==> run_1/power_grid.png <==
Bar = 50 um. Pins as bars on the die edge. Tap cells in grey.
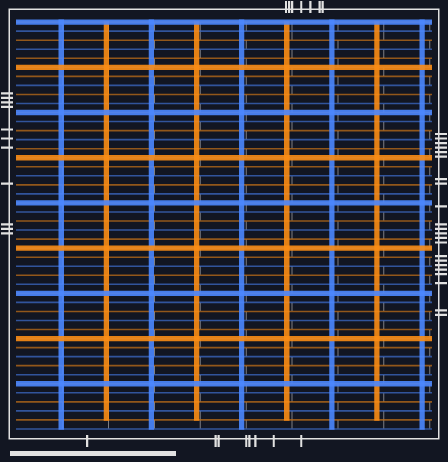
==> run_1/placement_by_type.png <==
Bar = 50 um.
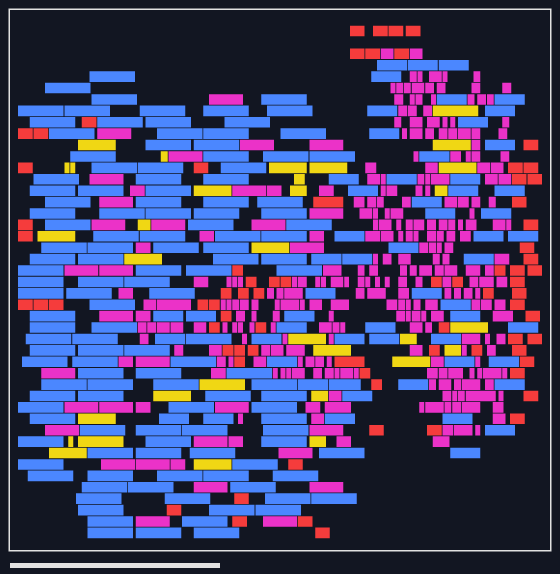
==> run_1/clk_routes.png <==
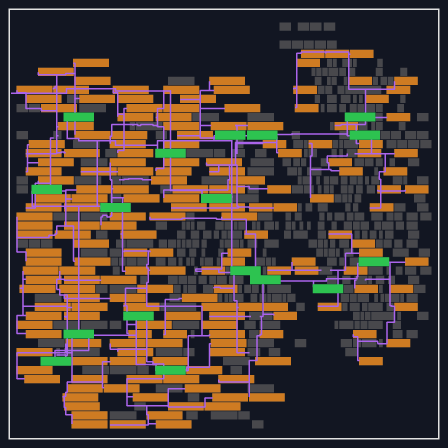
[src/rtl/uart_pkg.sv]
// Shared types and default parameters for the UART transmit feeder.
package uart_pkg;

    localparam int DEPTH_DEFAULT         = 16;
    localparam int START_TIMEOUT_DEFAULT = 4096;

    typedef enum logic [1:0] {
        ST_IDLE      = 2'd0,
        ST_START     = 2'd1,
        ST_WAIT_DONE = 2'd2
    } feeder_state_e;

endpackage

[src/rtl/uart_byte_fifo.sv]
// Byte FIFO with registered occupancy flags and a one-cycle overflow pulse.
module uart_byte_fifo
    import uart_pkg::*;
#(
    parameter int DEPTH = DEPTH_DEFAULT
) (
    input  logic                     clk,
    input  logic                     rst,
    input  logic                     wr_en,
    input  logic [7:0]               wr_data,
    input  logic                     rd_en,
    output logic [7:0]               rd_data,
    output logic                     full,
    output logic                     empty,
    output logic [$clog2(DEPTH):0]   count,
    output logic                     overflow
);

    localparam int PW = $clog2(DEPTH);
    localparam int CW = PW + 1;

    logic [7:0]    mem_q [DEPTH];
    logic [PW-1:0] wr_ptr_q, wr_ptr_d;
    logic [PW-1:0] rd_ptr_q, rd_ptr_d;
    logic [CW-1:0] count_q, count_d;
    logic          full_q, full_d;
    logic          empty_q, empty_d;
    logic          overflow_q, overflow_d;
    logic          wr_ok_s, rd_ok_s;

    // Next-state for pointers, occupancy and flags; full_q gates writes even when a pop happens.
    always_comb begin
        wr_ok_s = wr_en && !full_q;
        rd_ok_s = rd_en && !empty_q;
        if (wr_ok_s) begin
            wr_ptr_d = wr_ptr_q + PW'(1);
        end else begin
            wr_ptr_d = wr_ptr_q;
        end
        if (rd_ok_s) begin
            rd_ptr_d = rd_ptr_q + PW'(1);
        end else begin
            rd_ptr_d = rd_ptr_q;
        end
        count_d    = count_q + CW'(wr_ok_s) - CW'(rd_ok_s);
        full_d     = (count_d == CW'(DEPTH));
        empty_d    = (count_d == {CW{1'b0}});
        overflow_d = wr_en && full_q;
    end

    // Control registers.
    always_ff @(posedge clk) begin
        if (rst) begin
            wr_ptr_q   <= {PW{1'b0}};
            rd_ptr_q   <= {PW{1'b0}};
            count_q    <= {CW{1'b0}};
            full_q     <= 1'b0;
            empty_q    <= 1'b1;
            overflow_q <= 1'b0;
        end else begin
            wr_ptr_q   <= wr_ptr_d;
            rd_ptr_q   <= rd_ptr_d;
            count_q    <= count_d;
            full_q     <= full_d;
            empty_q    <= empty_d;
            overflow_q <= overflow_d;
        end
    end

    // Byte storage; contents are don't-care until written.
    always_ff @(posedge clk) begin
        if (wr_ok_s) begin
            mem_q[wr_ptr_q] <= wr_data;
        end
    end

    assign rd_data  = mem_q[rd_ptr_q];
    assign full     = full_q;
    assign empty    = empty_q;
    assign count    = count_q;
    assign overflow = overflow_q;

endmodule

[src/rtl/uart_tx_feeder.sv]
// Drains a byte FIFO into a UART transmitter with start timeout and sent-byte counting.
module uart_tx_feeder
    import uart_pkg::*;
#(
    parameter int DEPTH         = DEPTH_DEFAULT,
    parameter int START_TIMEOUT = START_TIMEOUT_DEFAULT
) (
    input  logic                   clk,
    input  logic                   rst,
    input  logic                   en,
    input  logic                   wrEn,
    input  logic [7:0]             wrData,
    output logic                   full,
    output logic                   empty,
    output logic [$clog2(DEPTH):0] count,
    output logic                   overflow,
    output logic                   txStart,
    output logic [7:0]             txIn,
    input  logic                   txBusy,
    input  logic                   txDone,
    output logic                   timeoutErr,
    output logic [15:0]            sentCount
);

    localparam int TW = $clog2(START_TIMEOUT + 1);

    feeder_state_e state_q, state_d;
    logic          tx_start_q, tx_start_d;
    logic [7:0]    tx_in_q, tx_in_d;
    logic          timeout_err_q, timeout_err_d;
    logic [15:0]   sent_count_q, sent_count_d;
    logic [TW-1:0] timer_q, timer_d;
    logic          pop_s;
    logic [7:0]    head_s;
    logic          empty_s;

    uart_byte_fifo #(
        .DEPTH (DEPTH)
    ) u_fifo (
        .clk      (clk),
        .rst      (rst),
        .wr_en    (wrEn),
        .wr_data  (wrData),
        .rd_en    (pop_s),
        .rd_data  (head_s),
        .full     (full),
        .empty    (empty_s),
        .count    (count),
        .overflow (overflow)
    );

    // Feeder FSM next-state; a pop only ever happens from IDLE, giving at least one IDLE cycle per byte.
    always_comb begin
        state_d       = state_q;
        tx_start_d    = tx_start_q;
        tx_in_d       = tx_in_q;
        sent_count_d  = sent_count_q;
        timer_d       = timer_q;
        timeout_err_d = 1'b0;
        pop_s         = 1'b0;
        case (state_q)
            ST_IDLE: begin
                if (en && !empty_s) begin
                    pop_s      = 1'b1;
                    tx_in_d    = head_s;
                    tx_start_d = 1'b1;
                    timer_d    = {TW{1'b0}};
                    state_d    = ST_START;
                end else begin
                    tx_start_d = 1'b0;
                end
            end
            ST_START: begin
                if (txBusy) begin
                    tx_start_d   = 1'b0;
                    sent_count_d = sent_count_q + 16'd1;
                    state_d      = ST_WAIT_DONE;
                end else if (timer_q == TW'(START_TIMEOUT - 1)) begin
                    tx_start_d    = 1'b0;
                    timeout_err_d = 1'b1;
                    state_d       = ST_IDLE;
                end else begin
                    timer_d = timer_q + TW'(1);
                end
            end
            ST_WAIT_DONE: begin
                if (txDone || !txBusy) begin
                    state_d = ST_IDLE;
                end else begin
                    state_d = ST_WAIT_DONE;
                end
            end
            default: begin
                tx_start_d = 1'b0;
                state_d    = ST_IDLE;
            end
        endcase
    end

    // Feeder FSM and its registered outputs.
    always_ff @(posedge clk) begin
        if (rst) begin
            state_q       <= ST_IDLE;
            tx_start_q    <= 1'b0;
            tx_in_q       <= 8'h00;
            timeout_err_q <= 1'b0;
            sent_count_q  <= 16'h0000;
            timer_q       <= {TW{1'b0}};
        end else begin
            state_q       <= state_d;
            tx_start_q    <= tx_start_d;
            tx_in_q       <= tx_in_d;
            timeout_err_q <= timeout_err_d;
            sent_count_q  <= sent_count_d;
            timer_q       <= timer_d;
        end
    end

    assign empty      = empty_s;
    assign txStart    = tx_start_q;
    assign txIn       = tx_in_q;
    assign timeoutErr = timeout_err_q;
    assign sentCount  = sent_count_q;

endmodule

[config.mk]
export PLATFORM = sky130hd
export DESIGN_NAME = uart_tx_feeder
export DESIGN_NICKNAME = d
export VERILOG_FILES = /design/src/rtl/uart_pkg.sv /design/src/rtl/uart_byte_fifo.sv /design/src/rtl/uart_tx_feeder.sv
export SDC_FILE = /design/constraint.sdc
export NUM_CORES = 1
export LEC_CHECK = 0
export CAP_MARGIN = 30
export CORE_MARGIN = 1.5
export CORE_UTILIZATION = 48
export CTS_CLUSTER_DIAMETER = 80
export DETAILED_ROUTE_END_ITERATION = 8
export PLACE_DENSITY = 0.8
export SKIP_LAST_GASP = 1
export SLEW_MARGIN = 25
export SYNTH_ARGS = -nofsm -noshare
export SYNTH_HDL_FRONTEND = slang
export SYNTH_SLANG_ARGS = --single-unit
[constraint.sdc]
create_clock -name clk -period 3.1 [get_ports clk]
set_input_delay 0.62 -clock clk [delete_from_list [all_inputs] [get_ports clk]]
set_output_delay 0.62 -clock clk [all_outputs]
set_load 0.01 [all_outputs]
==> impl_metrics.ini, run 1 <==
; generated from flow reports
[sta]
setup_viol = 0
hold_viol = 0
period_needed_ns = 2.953
fmax_mhz = 338.6

[power_and_ir_drop]
power.switching_mw = 1.544
combPwrFrac = 0.158
pg_comb_mw = 0.952

[layout]
n_all_inverters = 14
regArea_sq_um = 4986
area_growth_pct = 19.25
nFillCells = 1146
drive_gt1_frac = 0.1726
logic_gates = 286
seq_cell_count = 185
layout_top_cell = edfxtp_1
buffer_area_frac = 0.07711

[synth]
fp_nets = 541
synthSimpleGateAreaFrac = 0.09773
synth_warnings = 0
syn_inst = 514
yosys.area.top_type = edfxtp_1
ys_sh_xor = 0.02076
synth_cell_types = 53

[worst_hold_path]
hold-path-endpoint = timer_q[1]$_SDFFE_PP0P_
hold_class = flip-flop to flip-flop

[clock_tree]
cts_made_buffers = 17
clock-sinks = 185
cts_hold_buf = 0

[global_routing]
first_global_vias = 4725
gr-usage-all-layers = 0.2085
grt_max_degree = 36

[worst_setup_path]
critPathLaunchType = input port
worstSetupEndpointType = flip-flop
worstReg2RegStart = state_q[1]$_SDFFE_PP0P_

[job]
warnings = 29

[route]
wl_met3_um = 801
drt-vias-per-instance = 5.845

[outcome]
status = complete, no violations

[place]
placed_area_sq_um = 8432
place_ws_ns = -0.2772
Notes on power_grid.png above:
colour	net
blue	VSS
orange	VDD
met5 straps	9
signal pins	48
Die H: 128.8 um
peak supply drop: 0.0005184 V
Die Wd: 128.8 um

Notes on placement_by_type.png above:
colour	class	cells
blue	flops	185
magenta	combinational and other logic	300
yellow	clock drivers and dummy loads	32
red	other buffers and delay cells	74
fin area: 9054 sq um
sequential share of cell area: 0.5507
Final Core Density: 0.5912
core area: 15310 sq um
placement row count: 45

Notes on clk_routes.png above:
[green] clock drivers | count: 17
[purple] clock wires | length: 1930 um
[orange] flip-flops | count: 185
routed clock nets	18
Max Clock Skew: 0.01050 ns
Clock Power Share: 0.372
P_clk: 2.25 mW
clk latency late pin: 0.43 ns

## run 1: state kept, by name, summed over array words and instances, names as in the netlist
register         cells
sentCount           16
state_q              2
timeoutErr           1
timer_q             13
txIn                 8
txStart              1
u_fifo.count         5
u_fifo.empty         1
u_fifo.full          1
u_fifo.mem_q       128
u_fifo.overflow      1
u_fifo.rd_ptr_q      4
u_fifo.wr_ptr_q      4
## run 1: worst max-delay path: stages
cell	delay (ns)
clkdlybuf4s50_1	0.47
or4b_4	0.47
clkinv_1	0.08
ha_1	0.23
inv_1	0.06
ha_1	0.18
inv_1	0.06
fa_1	0.40
nor2b_1	0.14
o21a_1	0.20
o21ai_0	0.12
a41o_1	0.24
==> run 2: changes to the inputs <==
- ABC_AREA: not set -> 1
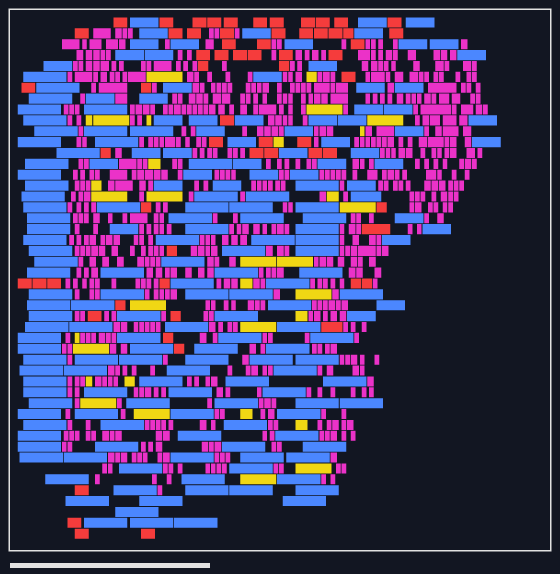
(run_2/placement_by_type.png)
Bar = 50 um.
colour	class	cells
red	other buffers and delay cells	64
yellow	clock drivers and dummy loads	32
magenta	combinational and other logic	726
blue	flops	185
sequential share of cell area: 0.5177
placement row count: 48
Final Core Density: 0.5607
core area: 17180 sq um
fin area: 9630 sq um

==> impl_metrics.ini, run 2 <==
; generated from flow reports
[outcome]
status = complete, no violations

[global_routing]
gr-usage-all-layers = 0.2140
busiest_layer = met2
grt_max_degree = 67

[layout]
n_clock_buffer = 19
drive_gt1_frac = 0.06356
n_all_inverters = 133
area_growth_pct = 15.07
top_register = u_fifo.mem_q
seq_cell_count = 185
largest_register_ffs = 128
nFillCells = 1501
layout_top_cell = nand2_1
buffer_area_frac = 0.06418
logic_gates = 593
clkCellAreaFrac = 0.05496

[worst_setup_path]
worstSetupEndpointType = flip-flop
critical_path.cell_chain = clkdlybuf4s50_1, inv_1, nor2_1, nand2_1, inv_1, ha_1, inv_1, ha_1, inv_1, fa_1, o21ai_0, xnor2_1, inv_1, nor3_1
critPathLaunchType = input port
cpPeakStageDelay_ns = 0.45

[power_and_ir_drop]
max-vdd-ir-drop_v = 0.0005017
power_frac_seq = 0.465
combPwrFrac = 0.219
power_clock_mw = 1.96
pg_comb_mw = 1.35
clockPowerShare = 0.316

[sta]
fmax_mhz = 391.0
period_needed_ns = 2.558
clock_skew_ns = 0.01033
hold_viol = 0
setup_viol = 0

[synth]
synth_warnings = 0
yosys.area.top_type = edfxtp_1
synth_cell_types = 33

[place]
placed_area_sq_um = 9101
place_ws_ns = 0.1281

[clock_tree]
cts_made_buffers = 17
clock-sinks = 185
cts_hold_buf = 0

[worst_hold_path]
hold_class = flip-flop to flip-flop

[job]
warnings = 29

[floorplan]
die_h_um = 135.0

[route]
wl_met3_um = 993
-- run 2: critical path: cells and delay by family --
family / cells / cell delay (ns)
fa+ha+maj: 3 / 0.79
compound gates: 1 / 0.26
simple gates: 3 / 0.27
buf+inv: 6 / 0.77
xor+xnor: 1 / 0.19
-- run 2: final timing paths --
path                                          startpoint                        to  slack, ns  depth (start not counted)
worst min register to register  timer_q[12]$_SDFFE_PP0P_  timer_q[12]$_SDFFE_PP0P_       0.46                          2
worst max-delay path                                  en    u_fifo.full$_SDFF_PP0_       0.54                         14
worst min-delay path            timer_q[12]$_SDFFE_PP0P_  timer_q[12]$_SDFFE_PP0P_       0.46                          2
worst max register to register   state_q[0]$_SDFFE_PP0P_    u_fifo.full$_SDFF_PP0_       0.79                         12
==> run 3: changes to the inputs <==
- PLACE_DENSITY: 0.8 -> 0.77
- clock period: 3.1 -> 2.4 ns (I/O delays scaled with it)
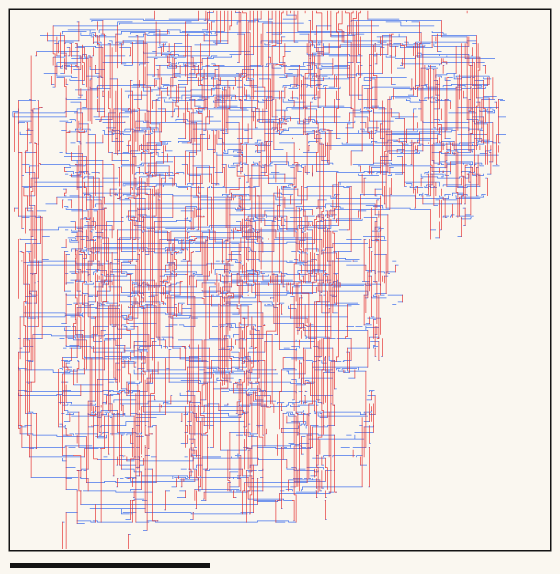
(run_3/wires.png)
Bar = 50 um. Two of the layers only.
colour	layer	wire length
blue	metal 1	7500 um
red	metal 2	9530 um
via count: 6297
routed len/inst: 14.75 um
final WL: 18.34 mm
GRT Overall Usage: 0.2097

==> impl_metrics.ini, run 3 <==
; generated from flow reports
[outcome]
status = complete, no violations

[worst_setup_path]
r2r_end = u_fifo.full$_SDFF_PP0_
crit_cells = 14
cp_top_family = adder cells
critPathLaunchType = input port
cp_num_buf_inv = 6
critical_path.cell_chain = clkdlybuf4s50_1, inv_1, nor2_1, nand2_2, inv_2, ha_1, inv_1, ha_2, inv_1, fa_2, inv_1, nor2_1, nand4_1, nor3_1
crit_start = en
endpoint = u_fifo.full$_SDFF_PP0_
cpPeakStageDelay_ns = 0.53
worstSetupEndpointType = flip-flop
worstReg2RegStart = state_q[0]$_SDFFE_PP0P_
rr_worst_depth = 12
reg2reg_slack_ns = 0.14

[layout]
nFillCells = 1482
largest_register_ffs = 128
nNetsFinal = 1034
layout_top_cell = nand2_1
final_area_sq_um = 9769
drive_gt1_frac = 0.07949
area_growth_pct = 16.73
top_register = u_fifo.mem_q
utilization = 0.5688

[worst_hold_path]
hold-path-endpoint = timer_q[12]$_SDFFE_PP0P_
holdCritStartpoint = timer_q[12]$_SDFFE_PP0P_
hold_class = flip-flop to flip-flop
min_path_cells = 2

[clock_tree]
cts_tree = done
cts_made_buffers = 17
cts_hold_buf = 0
clock-sinks = 185
cts_resized = 0

[place]
placed_area_sq_um = 9194
place_ws_ns = -0.3705

[floorplan]
rows = 48
coreArea_sq_um = 17180
die_h_um = 135.0

[job]
warnings = 29

[power_and_ir_drop]
p_leak_nw = 4.117
power.switching_mw = 2.363
max-vdd-ir-drop_v = 0.0006404
power_clock_mw = 2.65
combPwrFrac = 0.219
clockPowerShare = 0.324
power_frac_seq = 0.457
intPower_mw = 5.807
pg_comb_mw = 1.79

[synth]
synth_cell_types = 33
yosys.area.top_type = edfxtp_1
synth_warnings = 0

[sta]
relSlewSlack = 0.5329
period_needed_ns = 2.353
setup_ws_ns = 0.04669
setup_viol = 0
clock_skew_ns = 0.009925
hold_viol = 0

[global_routing]
grt_antenna_before_repair = 0
grt_max_degree = 49

[route]
wl_met3_um = 884
drc = 0
## run 3: area by class of cell
cell class                 count  area, sq um  share of cell area
sequential                   185         4986              0.5104
multi-input combinational    593         2735              0.2800
timing repair buffer          77        708.2             0.07249
inverter                     133        499.2             0.05110
clock buffer                  18        429.2             0.04393
tap                          225        281.5             0.02882
clock inverter                13        130.1             0.01332
## run 3: cell families (layout without fill, tap and decap cells)
group,Yosys count,count (layout),synth area share
and+or+nand+nor,531,531,0.2716
DFF,185,185,0.5956
buffers and inverters,169,241,0.07983
AOI/OAI and AO/OA,44,44,0.02736
adders and majority gates,13,13,0.02033
xor gates and xnor gates,5,5,0.005232

==> notes/layouts.md <==
Pictures saved along the way, in no particular order.

Placed standard cells.
panel A
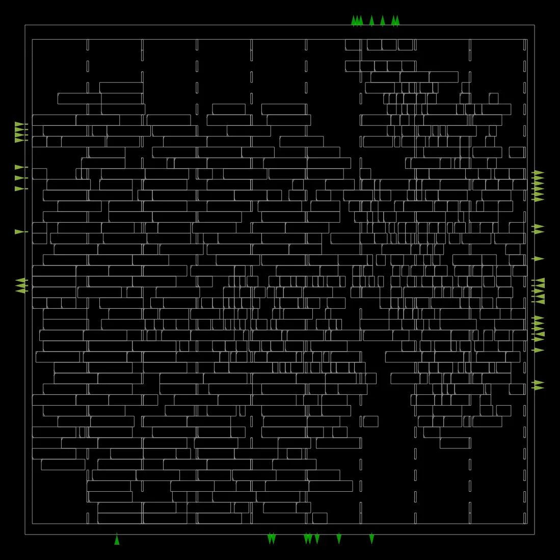
panel B
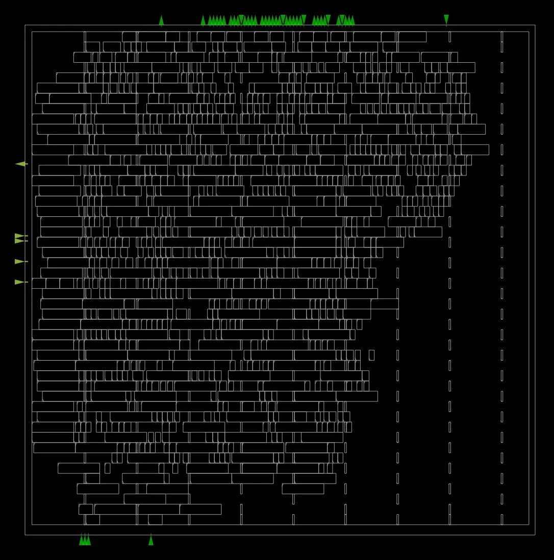
run 2 -> panel B
run 1 -> panel A
The one with the most cells is panel B.

Power and IR drop assume default switching activity.
